==> images/met1.png <==
Bar = 20 µm. Cells faint in the background.
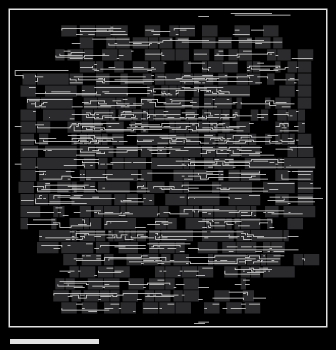
==> images/met2.png <==
Cells faint in the background.
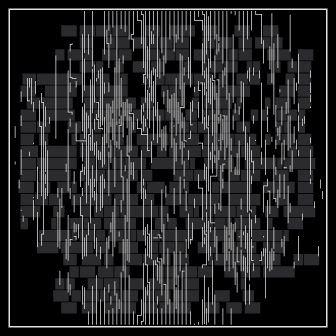
==> images/met3.png <==
Bar = 20 µm. Cells faint in the background.
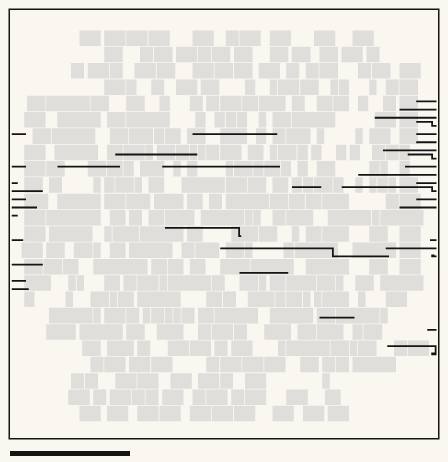
==> images/registers.png <==
Other sequential cells in the stronger grey, the rest of the logic in the fainter grey.
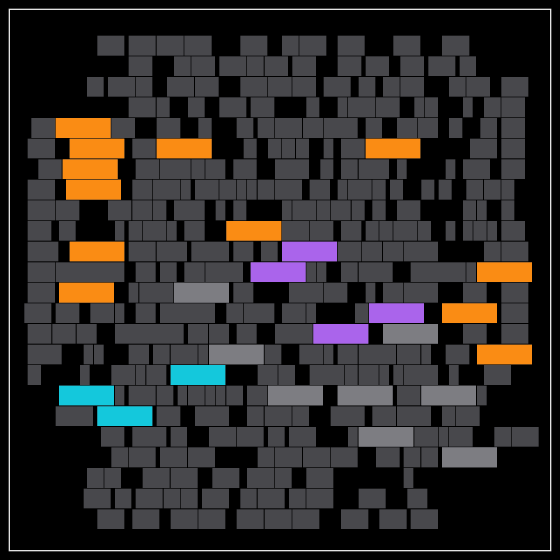
==> src/rtl/chip8_mem_pkg.sv <==
// Shared types for the CHIP-8 memory arbiter: address width, burst FSM states
// and the per-cycle grant source.
package chip8_mem_pkg;
  localparam int ADDR_W = 12;

  typedef enum logic {IDLE, BURST} state_e;

  typedef enum logic [1:0] {NONE, CPU_RD, CPU_WR, DMA} gnt_e;
endpackage

==> src/rtl/mem_burst_ctr.sv <==
// Burst bookkeeping for the DMA reader: latches base/length on load and
// produces the wrapping read address for the current burst byte.
module mem_burst_ctr #(
  parameter int ADDR_W = 12
) (
  input  logic              i_clk,
  input  logic              i_rst,
  input  logic              i_load,
  input  logic [ADDR_W-1:0] i_base,
  input  logic [3:0]        i_len,
  input  logic              i_adv,
  output logic [ADDR_W-1:0] o_addr,
  output logic              o_last
);
  logic [ADDR_W-1:0] r_base;
  logic [3:0]        r_idx;
  logic [3:0]        r_rem;

  always_ff @(posedge i_clk) begin
    if (i_rst) begin
      r_base <= '0;
      r_idx  <= '0;
      r_rem  <= '0;
    end else if (i_load) begin
      r_base <= i_base;
      r_idx  <= '0;
      r_rem  <= i_len;
    end else if (i_adv) begin
      r_idx  <= r_idx + 4'd1;
      r_rem  <= r_rem - 4'd1;
    end
  end

  // Address arithmetic is ADDR_W wide, so the top of memory wraps to 0.
  assign o_addr = r_base + ADDR_W'(r_idx);
  assign o_last = (r_rem == 4'd1);
endmodule

==> src/rtl/mem_arbiter.sv <==
// Single-port memory arbiter: CPU has priority, the DMA burst reader is
// guaranteed a slot after STARVE_MAX consecutive CPU grants.
module mem_arbiter
  import chip8_mem_pkg::*;
#(
  parameter int ADDR_W     = chip8_mem_pkg::ADDR_W,
  parameter int STARVE_MAX = 4
) (
  input  logic              fpga_clk,
  input  logic              rst_in,
  input  logic              cpu_req,
  input  logic              cpu_we,
  input  logic [ADDR_W-1:0] cpu_addr,
  input  logic [7:0]        cpu_wdata,
  output logic              cpu_gnt,
  output logic              cpu_rvalid,
  output logic [7:0]        cpu_rdata,
  input  logic              dma_start,
  input  logic [ADDR_W-1:0] dma_base,
  input  logic [3:0]        dma_len,
  output logic              dma_busy,
  output logic              dma_rvalid,
  output logic [7:0]        dma_rdata,
  output logic              dma_done,
  output logic              mem_we,
  output logic [ADDR_W-1:0] mem_waddr,
  output logic [7:0]        mem_wdata,
  output logic [ADDR_W-1:0] mem_raddr,
  input  logic [7:0]        mem_rdata
);
  localparam int SW = $clog2(STARVE_MAX + 1);

  state_e            r_state;
  state_e            w_state_nxt;
  gnt_e              w_grant;
  logic [SW-1:0]     r_starve;
  logic              r_cpu_vld_p1;
  logic              r_dma_vld_p1;
  logic              r_done_p1;
  logic              w_start;
  logic              w_load;
  logic              w_zero;
  logic              w_force;
  logic              w_last;
  logic [ADDR_W-1:0] w_dma_addr;

  // dma_start is only honoured while idle; a busy burst ignores it.
  assign w_start = dma_start && (r_state == IDLE) && !rst_in;
  assign w_load  = w_start && (dma_len != 4'd0);
  assign w_zero  = w_start && (dma_len == 4'd0);
  assign w_force = (r_state == BURST) && (r_starve >= SW'(STARVE_MAX));

  mem_burst_ctr #(.ADDR_W(ADDR_W)) u_burst_ctr (
    .i_clk  (fpga_clk),
    .i_rst  (rst_in),
    .i_load (w_load),
    .i_base (dma_base),
    .i_len  (dma_len),
    .i_adv  (w_grant == DMA),
    .o_addr (w_dma_addr),
    .o_last (w_last)
  );

  always_comb begin
    w_state_nxt = r_state;
    w_grant     = NONE;
    if (!rst_in) begin
      if (cpu_req && !w_force) w_grant = cpu_we ? CPU_WR : CPU_RD;
      else if (r_state == BURST) w_grant = DMA;
    end
    case (r_state)
      IDLE:    if (w_load) w_state_nxt = BURST;
      BURST:   if ((w_grant == DMA) && w_last) w_state_nxt = IDLE;
      default: w_state_nxt = IDLE;
    endcase
  end

  // Stage p0 -> p1: grant decision becomes read-data valid one cycle later.
  always_ff @(posedge fpga_clk) begin
    if (rst_in) begin
      r_state      <= IDLE;
      r_starve     <= '0;
      r_cpu_vld_p1 <= 1'b0;
      r_dma_vld_p1 <= 1'b0;
      r_done_p1    <= 1'b0;
    end else begin
      r_state      <= w_state_nxt;
      r_cpu_vld_p1 <= (w_grant == CPU_RD);
      r_dma_vld_p1 <= (w_grant == DMA);
      r_done_p1    <= ((w_grant == DMA) && w_last) || w_zero;
      if ((w_grant == DMA) || (r_state != BURST)) r_starve <= '0;
      else if ((w_grant == CPU_RD) || (w_grant == CPU_WR)) r_starve <= r_starve + 1'b1;
    end
  end

  assign cpu_gnt   = (w_grant == CPU_RD) || (w_grant == CPU_WR);
  assign mem_we    = (w_grant == CPU_WR);
  assign mem_waddr = mem_we ? cpu_addr  : '0;
  assign mem_wdata = mem_we ? cpu_wdata : '0;
  assign mem_raddr = (w_grant == CPU_RD) ? cpu_addr :
                     (w_grant == DMA)    ? w_dma_addr : '0;

  // Outputs are forced low for the whole reset window, dropping in-flight reads.
  assign cpu_rvalid = r_cpu_vld_p1 && !rst_in;
  assign cpu_rdata  = cpu_rvalid ? mem_rdata : '0;
  assign dma_rvalid = r_dma_vld_p1 && !rst_in;
  assign dma_rdata  = dma_rvalid ? mem_rdata : '0;
  assign dma_done   = r_done_p1 && !rst_in;
  assign dma_busy   = (r_state == BURST) && !rst_in;
endmodule

==> config.mk <==
export PLATFORM = sky130hd
export DESIGN_NAME = mem_arbiter
export DESIGN_NICKNAME = d
export VERILOG_FILES = /design/src/rtl/chip8_mem_pkg.sv /design/src/rtl/mem_burst_ctr.sv /design/src/rtl/mem_arbiter.sv
export SDC_FILE = /design/constraint.sdc
export NUM_CORES = 1
export LEC_CHECK = 0
export ABC_AREA = 0
export CAP_MARGIN = 20
export CORE_MARGIN = 1
export CORE_UTILIZATION = 39
export DETAILED_ROUTE_END_ITERATION = 6
export PLACE_DENSITY = 0.81
export SYNTH_ARGS = -nofsm -noshare
export SYNTH_HDL_FRONTEND = slang
export SYNTH_SLANG_ARGS = --single-unit
==> constraint.sdc <==
create_clock -name fpga_clk -period 3.6 [get_ports fpga_clk]
set_input_delay 0.9 -clock fpga_clk [delete_from_list [all_inputs] [get_ports fpga_clk]]
set_output_delay 0.9 -clock fpga_clk [all_outputs]
set_load 0.02 [all_outputs]
==> impl_metrics.env <==
# yosys + openroad results
export IMPL_holdPathStages=1
export IMPL_rsz0062_at_grt="false"
export IMPL_drtAntennaViolNets=0
export IMPL_grt_pass1_wl_mm=8.97
export IMPL_synth_area_mm2=0.00188
export IMPL_hpwlAfterDp_mm=4.21
export IMPL_clkTransAtPathRegs_ns=0.09
export IMPL_max_slew_margin_pct=62.5
export IMPL_async_flop_share_pct=0
export IMPL_setup_viol=0
export IMPL_worstSetupPathType="in2out"
export IMPL_synthTopCellsByArea="dfxtp_1 (29%), and2_1 (13%), ha_1 (7.3%)"
export IMPL_drt_iter0_drc=120
export IMPL_flop_cell="dfxtp_1"
export IMPL_initCoreUtil_pct=41.9
export IMPL_min_from="u_burst_ctr.r_base[3]"
export IMPL_fin_cells=390
export IMPL_min_delay_path_class="reg2reg"
export IMPL_synth_area_leader_cell="dfxtp_1"
export IMPL_hold_buffers=0
export IMPL_numPortBuffers=102
export IMPL_worstMarginPinSlew_ns=0.562
export IMPL_final_setup_tns_ns=0
export IMPL_h_tree_depth=1
export IMPL_p_leak_uw=0.00136
export IMPL_violations="DRC"
export IMPL_status="complete, but fails checks"
export IMPL_r2r_cells=10
export IMPL_warnings=29
export IMPL_die_width_um=71.3
export IMPL_met1_usage_pct=29.2
export IMPL_synth_distinct_cells=44
export IMPL_hold_path_endpoint="u_burst_ctr.r_base[3]"
export IMPL_routed_via_density=5.12
export IMPL_drc=5
export IMPL_grt_ovfl_total=0
export IMPL_worstPathArrival_ns=2.48
export IMPL_grt_busiest_layer="met2"
export IMPL_reg2reg_to="u_burst_ctr.r_rem[3]"
export IMPL_area_growth_pct=63.8
export IMPL_crit_path_end_kind="output port"
export IMPL_fill_cells=374
Notes on met1.png above:
share of all routed wire: 44%
longest straight run: 22.5 µm
main direction: horizontal

Notes on met2.png above:
nets with wire on the layer: 345
share of all routed wire: 51%

Notes on met3.png above:
share of all routed wire: 4.7%
wire length on this layer: 255 µm
main direction: horizontal
longest straight run: 19.3 µm
nets with wire on the layer: 37

Notes on registers.png above:
| name in the netlist | colour | placed flops |
|---|---|---|
| r_starve | cyan | 3 |
| u_burst_ctr.r_base | orange | 12 |
| u_burst_ctr.r_idx | purple | 4 |

registers in the layout (all words and copies together), names as in the netlist:
register	cells
u_burst_ctr.r_base	12
r_dma_vld_p1	1
u_burst_ctr.r_idx	4
r_state	1
r_starve	3
r_done_p1	1
u_burst_ctr.r_rem	4
r_cpu_vld_p1	1
layout make-up:
cell class	count	area, µm²	share of cell area, %
sequential	27	541	17.6
timing repair buffer	118	1090	35.5
tap	52	65.1	2.12
multi-input combinational	180	1300	42.2
clock inverter	1	5.00	0.163
clock buffer	3	41.3	1.34
inverter	9	33.8	1.10
power breakdown:
group,leakage (µW),switching [µW],internal (µW)
registers,0.000221,21.9,316
clock network,0.0000255,95.7,77.6
logic,0.00112,105,126
total,0.00136,222,519
metal layers:
| metal | routed length [µm] | up-vias | part of all wire, % |
|---|---|---|---|
| met2 | 2810 | 48 | 51 |
| met3 | 255 | 2 | 4.7 |
| met5 | 0 | - | 0 |
| met4 | 14 | 0 | 0.26 |
| li1 | - | 1010 | - |
| met1 | 2390 | 936 | 44 |
logic make-up (layout without fill, tap and decap cells):
| kind of cell | Yosys count | after routing | share of synthesized area (%) |
|---|---|---|---|
| DFF | 27 | 27 | 28.8 |
| and+or+nand+nor | 105 | 105 | 31.4 |
| xor gates and xnor gates | 13 | 13 | 6.07 |
| AOI/OAI and AO/OA | 46 | 46 | 17.7 |
| muxes | 4 | 4 | 2.13 |
| buffers and inverters | 22 | 131 | 5.47 |
| adders and majority gates | 12 | 12 | 8.41 |
stage by stage:
step                setup slack [ns]  utilization [%]  cell area (µm²)  total power [µW]
global route                   0.114             68.7             3070               785
detailed placement            -0.715             67.3             3010               578
floorplan                      0.119                -             1880               452
CTS                          0.00163             68.8             3080               744
finish                         0.220             68.7             3070               742
global placement              -0.640             67.3             3010               573
worst max-delay path by stage:
stage                 start  cells past startpoint  slack (ns)             to
global route        cpu_req                     10        0.11   mem_raddr[4]
finish              cpu_req                     10        0.22   mem_raddr[4]
floorplan            rst_in                      8        0.12   mem_raddr[0]
detailed placement  cpu_req                     11       -0.72  mem_raddr[11]
CTS                  cpu_we                      9       0.002   mem_raddr[8]
global placement    cpu_req                     11       -0.64  mem_raddr[11]
worst max-delay path, stage by stage:
cell and delay [ns]:
clkbuf_2 0.13, inv_1 0.06, o21ai_2 0.16, a21o_1 0.18
inv_2 0.07, ha_4 0.18, nand2b_1 0.19, buf_4 0.16
o21ai_0 0.16, clkdlybuf4s15_2 0.29
repair_timing:
action | in CTS | in global routing
pin swaps | 4 | 4
gates resized | 76 | 22
setup endpoints to repair | 34 | 14
endpoints found under the hold margin | 0 | 0
setup buffers | 1 | 1
cells in the mapped netlist, types with 6 or more instances:
library cell and number:
and2_1 38, dfxtp_1 27, nand2_1 23, a22o_1 12, ha_1 11, nor2_1 11, clkbuf_1 9, o21ai_0 9
xnor2_1 9, inv_1 8, a21oi_1 6, nand3_1 6, nor2b_1 6
Power figures rest on the tool's default switching activity, not on a simulated workload.
